**src/rtl/poly_pkg.sv**
```systemverilog
// Shared definitions for the polynomial command pipeline (fetch and execute).
// Holds opcode and error encodings, the empty-slot degree marker, the
// highest legal degree and the execute-stage state enumeration.
package poly_pkg;

    localparam logic [7:0] OP_STP = 8'd0;
    localparam logic [7:0] OP_OUT = 8'd1;
    localparam logic [7:0] OP_EVP = 8'd2;
    localparam logic [7:0] OP_RST = 8'd3;

    localparam logic [1:0] ERR_NONE   = 2'd0;
    localparam logic [1:0] ERR_OPCODE = 2'd1;
    localparam logic [1:0] ERR_DEGREE = 2'd2;
    localparam logic [1:0] ERR_UNDEF  = 2'd3;

    localparam logic [3:0] N_EMPTY = 4'd15;
    localparam int         MAX_DEG = 10;
    localparam int         N_SLOTS = 8;

    typedef enum logic [3:0] {
        IDLE,
        DECODE,
        ERR_OUT,
        STP_RD,
        OUT_WR,
        EVP_RDX,
        EVP_MAC,
        EVP_WR,
        RST_CLR,
        DONE
    } state_t;

endpackage

```
**src/rtl/poly_coeff_mem.sv**
```systemverilog
// Coefficient store: N_SLOTS slots of MAX_DEG+1 signed words each.
// One synchronous write port, one combinational read port, both addressed
// by {slot, k}. Indices above MAX_DEG are ignored on write and read as 0.
// Ports:
//   clk                       clock
//   we, wr_slot, wr_k, wr_data  write port
//   rd_slot, rd_k, rd_data      read port
module poly_coeff_mem #(
    parameter int DATA_W  = 16,
    parameter int MAX_DEG = 10
) (
    input  logic                     clk,
    input  logic                     we,
    input  logic [2:0]               wr_slot,
    input  logic [3:0]               wr_k,
    input  logic signed [DATA_W-1:0] wr_data,
    input  logic [2:0]               rd_slot,
    input  logic [3:0]               rd_k,
    output logic signed [DATA_W-1:0] rd_data
);
    import poly_pkg::*;

    logic signed [DATA_W-1:0] mem [N_SLOTS][MAX_DEG+1];

    always_ff @(posedge clk) begin
        if (we && (int'(wr_k) <= MAX_DEG)) begin
            mem[wr_slot][wr_k] <= wr_data;
        end
    end

    assign rd_data = (int'(rd_k) <= MAX_DEG) ? mem[rd_slot][rd_k] : '0;

endmodule

```
**src/rtl/proc_command_fsm.sv**
```systemverilog
// Execute stage of the polynomial command pipeline. Runs one decoded command
// (store, output, Horner evaluate, clear) against the 8-slot coefficient
// store and owns the per-slot degree table N[] read by the fetch stage.
// Ports:
//   clk, rst                  clock, synchronous active-high reset
//   start_proc_cmd            command pulse; instr/arg1/arg2/error held until done
//   instr, arg1, arg2, error  decoded command from fetch
//   din, din_valid, en_rd_data   input word stream (pop when en_rd_data)
//   dout, dout_wr, dout_full     output word stream (push when dout_wr)
//   N                         degree per slot, 15 = empty
//   done_proc_cmd, busy       completion pulse, not-idle flag
module proc_command_fsm #(
    parameter int DATA_W  = 16,
    parameter int RES_W   = 32,
    parameter int MAX_DEG = 10
) (
    input  logic                     clk,
    input  logic                     rst,
    input  logic                     start_proc_cmd,
    input  logic [7:0]               instr,
    input  logic [2:0]               arg1,
    input  logic [4:0]               arg2,
    input  logic [1:0]               error,
    input  logic signed [DATA_W-1:0] din,
    input  logic                     din_valid,
    output logic                     en_rd_data,
    output logic [RES_W-1:0]         dout,
    output logic                     dout_wr,
    input  logic                     dout_full,
    output logic [7:0][3:0]          N,
    output logic                     done_proc_cmd,
    output logic                     busy
);
    import poly_pkg::*;

    state_t                   state, state_nxt;
    logic [3:0]               k, k_nxt;
    logic signed [RES_W-1:0]  acc, acc_nxt;
    logic signed [DATA_W-1:0] x, x_nxt;
    logic [7:0][3:0]          n_tab, n_nxt;
    logic                     mem_we;
    logic [3:0]               rd_k;
    logic signed [DATA_W-1:0] rd_data;
    logic [3:0]               deg;

    function automatic logic signed [RES_W-1:0] sext(input logic signed [DATA_W-1:0] v);
        return RES_W'(v);
    endfunction

    // One Horner step; the product and sum simply wrap modulo 2^RES_W.
    function automatic logic signed [RES_W-1:0] mac_wrap(
        input logic signed [RES_W-1:0] a,
        input logic signed [RES_W-1:0] m,
        input logic signed [RES_W-1:0] c
    );
        return a * m + c;
    endfunction

    poly_coeff_mem #(.DATA_W(DATA_W), .MAX_DEG(MAX_DEG)) u_mem (
        .clk     (clk),
        .we      (mem_we),
        .wr_slot (arg1),
        .wr_k    (k),
        .wr_data (din),
        .rd_slot (arg1),
        .rd_k    (rd_k),
        .rd_data (rd_data)
    );

    assign deg = n_tab[arg1];

    // Control state
    always_ff @(posedge clk) begin
        if (rst) begin
            state <= IDLE;
            k     <= '0;
            n_tab <= {8{N_EMPTY}};
        end else begin
            state <= state_nxt;
            k     <= k_nxt;
            n_tab <= n_nxt;
        end
    end

    // Datapath registers
    always_ff @(posedge clk) begin
        acc <= acc_nxt;
        x   <= x_nxt;
    end

    always_comb begin
        state_nxt  = state;
        k_nxt      = k;
        acc_nxt    = acc;
        x_nxt      = x;
        n_nxt      = n_tab;
        mem_we     = 1'b0;
        rd_k       = k;
        dout       = '0;
        dout_wr    = 1'b0;
        en_rd_data = 1'b0;

        case (state)
            IDLE: begin
                if (start_proc_cmd) state_nxt = DECODE;
            end
            DECODE: begin
                k_nxt = '0;
                if (error != ERR_NONE) begin
                    state_nxt = ERR_OUT;
                end else begin
                    case (instr)
                        OP_STP:  state_nxt = STP_RD;
                        OP_OUT:  state_nxt = OUT_WR;
                        OP_EVP:  state_nxt = EVP_RDX;
                        OP_RST:  state_nxt = RST_CLR;
                        default: state_nxt = DONE;
                    endcase
                end
            end
            ERR_OUT: begin
                dout = RES_W'(error);
                if (!dout_full) begin
                    dout_wr   = 1'b1;
                    state_nxt = DONE;
                end
            end
            STP_RD: begin
                if (din_valid) begin
                    en_rd_data = 1'b1;
                    mem_we     = 1'b1;
                    k_nxt      = k + 4'd1;
                    // Degree is published only with the final coefficient.
                    if ({1'b0, k} == arg2) begin
                        n_nxt[arg1] = arg2[3:0];
                        state_nxt   = DONE;
                    end
                end
            end
            OUT_WR: begin
                dout = sext(rd_data);
                if (!dout_full) begin
                    dout_wr = 1'b1;
                    k_nxt   = k + 4'd1;
                    if (k == deg) state_nxt = DONE;
                end
            end
            EVP_RDX: begin
                rd_k = deg;
                if (din_valid) begin
                    en_rd_data = 1'b1;
                    x_nxt      = din;
                    acc_nxt    = sext(rd_data);
                    k_nxt      = deg;
                    state_nxt  = (deg == 4'd0) ? EVP_WR : EVP_MAC;
                end
            end
            EVP_MAC: begin
                // Entered only with k >= 1; the last step (k == 1) leaves.
                rd_k    = k - 4'd1;
                acc_nxt = mac_wrap(acc, sext(x), sext(rd_data));
                k_nxt   = k - 4'd1;
                if (k == 4'd1) state_nxt = EVP_WR;
            end
            EVP_WR: begin
                dout = acc;
                if (!dout_full) begin
                    dout_wr   = 1'b1;
                    state_nxt = DONE;
                end
            end
            RST_CLR: begin
                n_nxt     = {8{N_EMPTY}};
                state_nxt = DONE;
            end
            DONE: begin
                state_nxt = IDLE;
            end
            default: begin
                state_nxt = IDLE;
            end
        endcase
    end

    assign N             = n_tab;
    assign busy          = (state != IDLE);
    assign done_proc_cmd = (state == DONE);

endmodule

```
**config.mk**
```make
export PLATFORM = sky130hd
export DESIGN_NAME = proc_command_fsm
export DESIGN_NICKNAME = d
export VERILOG_FILES = /design/src/rtl/poly_pkg.sv /design/src/rtl/poly_coeff_mem.sv /design/src/rtl/proc_command_fsm.sv
export SDC_FILE = /design/constraint.sdc
export NUM_CORES = 2
export LEC_CHECK = 0
export ABC_AREA = 1
export CAP_MARGIN = 10
export CORE_AREA = 5 5 452 454
export CTS_CLUSTER_DIAMETER = 50
export CTS_CLUSTER_SIZE = 8
export DETAILED_ROUTE_END_ITERATION = 6
export DIE_AREA = 0 0 457 459
export PLACE_DENSITY = 0.51
export SLEW_MARGIN = 20
export SYNTH_ARGS = -nofsm -noshare
export SYNTH_HDL_FRONTEND = slang
export SYNTH_SLANG_ARGS = --single-unit
```
**constraint.sdc**
```tcl
create_clock -name clk -period 8.6 [get_ports clk]
set_input_delay 1.72 -clock clk [delete_from_list [all_inputs] [get_ports clk]]
set_output_delay 1.72 -clock clk [all_outputs]
set_load 0.03 [all_outputs]
```
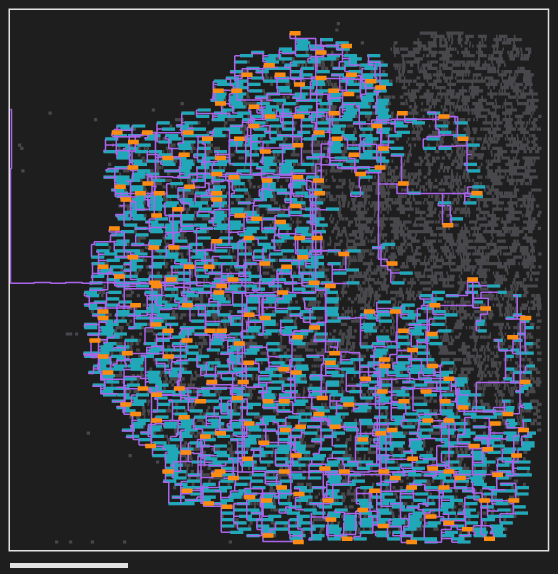
(images/clock_wires.png)
Scale bar: 100 um.
Key: clock-net drivers = orange [count 213]; clock wires = purple [length 19,700 um]; flip-flops = cyan [count 1,496]
There are 214 routed clock nets.
Clk. pwr: 7610 uW
worst-case clock skew: 60.4 ps
clk latency late pin: 860 ps

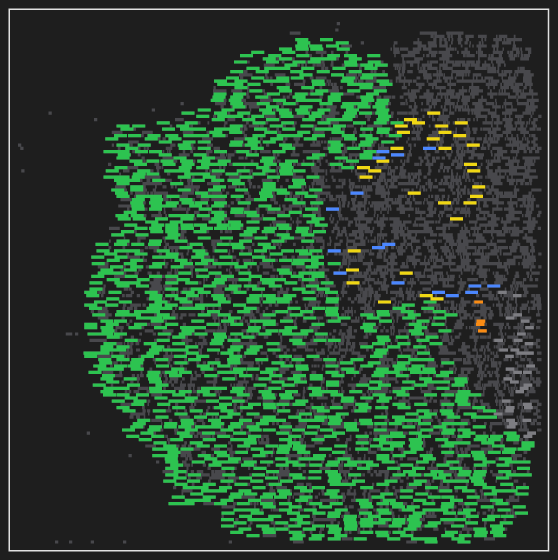
(images/ff_map.png)
Key: u_mem.mem = green [flops 1,408]; k = orange [flops 4, where right middle]; x = blue [flops 16]; acc = yellow [flops 32]

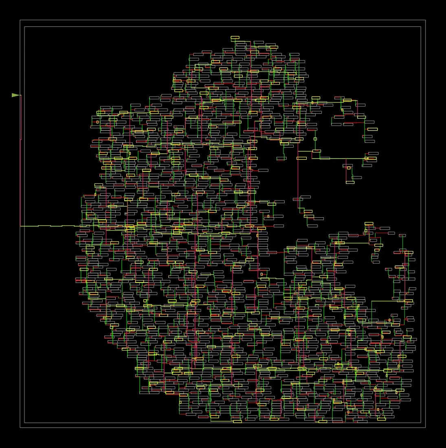
(images/clock_nets.png)
clkbuf count: 244
number of clock sinks: 1,496
Num CTS Buffers: 213
Seq cells: 1,496

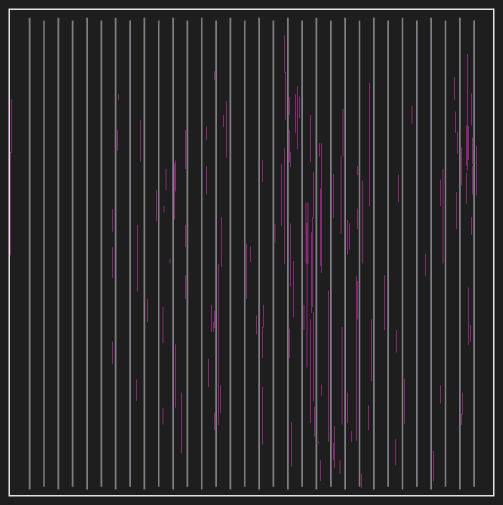
(images/m4.png)
Supply wires on this layer in gray.
The layer holds 2.3% of the routed length. The wires run mostly vertical. 71 nets have wire on it. The layer carries 5,030 um of wire. The longest straight run is 156 um.

==> results.toml <==
# implementation run metrics
[status]
status = "complete, no violations"

[worst_hold_path]
whs_path_depth = 2

[critical_path]
crit_path_end_kind = "register"
cp.arrival_ps = 8770
worst-r2r-setup-slack_ps = 1180
cp_max_fo = 24

[finish]
n_all_inverters = 572
instances_no_fill = 8858
final_nets = 6613
utilization = 0.423

[synth]
synth-seq-cells = 1496
netlist_instances = 5475
synthArstFlopShare = 0
area_leaders = "edfxtp_1, fa_1, nand2_1, o22ai_1, inv_1"

[grt]
grt_remaining_overflow = 0
grt_pass1_wl_um = 322000

[pwr]
switching_share = 0.237
p_int_uw = 13200

[routing]
viasPerCell = 5.25

[die]
nWellTaps = 2656

[cts]
cts_htree_levels = 4
cts_resized = 0
state kept, by name, summed over array words and instances, names as in the netlist:
| register | cells |
|---|---|
| x | 16 |
| state | 4 |
| k | 4 |
| u_mem.mem | 1408 |
| N | 32 |
| acc | 32 |
routing by layer:
metal,vias to the layer above,GRT usage,share of wire
li1,20600,-,-
met1,23800,0.287,0.44
met2,1820,0.327,0.46
met3,293,0.0490,0.083
met4,2,0.0516,0.023
met5,-,0,0.000036
placed cells by master (no fill, tap or decap), drive strengths merged, types with 18 or more instances in the layout:
cell,count
edfxtp,1456
nand2,980
buf,677
inv,575
o22ai,507
nor2,357
fa,334
clkbuf,244
nand3,163
a21oi,115
or2,108
ha,102
o21ai,82
clkdlybuf4s50,69
nor4,61
nor3,46
dfxtp,40
o211ai,34
o41ai,31
o2111ai,25
o221ai,23
clkinv,23
xor2,20
o22a,19
nand4,18
logic make-up (layout without fill, tap and decap cells):
logic type | count (synthesis) | in the layout | share of synthesized area
adder cells (fa/ha/maj) | 436 | 436 | 0.115
other | 0 | 5 | 0
AND-OR/OR-AND | 874 | 874 | 0.0803
flip-flops | 1496 | 1496 | 0.641
XOR/XNOR | 34 | 34 | 0.00429
buffers and inverters | 870 | 1592 | 0.0509
AND/OR/NAND/NOR | 1765 | 1765 | 0.109
worst max-delay path: cells and delay by family:
kind,cells,cell delay (ps)
AND-OR/OR-AND,6,1060
adder cells (fa/ha/maj),6,2560
buffers and inverters,10,1690
AND/OR/NAND/NOR,16,1680
power groups by stage:
stage / clock (uW) / sequential [uW] / combinational, uW
after floorplan: 0 / 8160 / 809
after global placement: 0 / 8170 / 1720
after detailed placement: 0 / 8160 / 1730
after CTS: 7740 / 8030 / 1740
after global routing: 8060 / 8020 / 1900
final: 7610 / 8030 / 1730
Power and IR drop assume default switching activity.
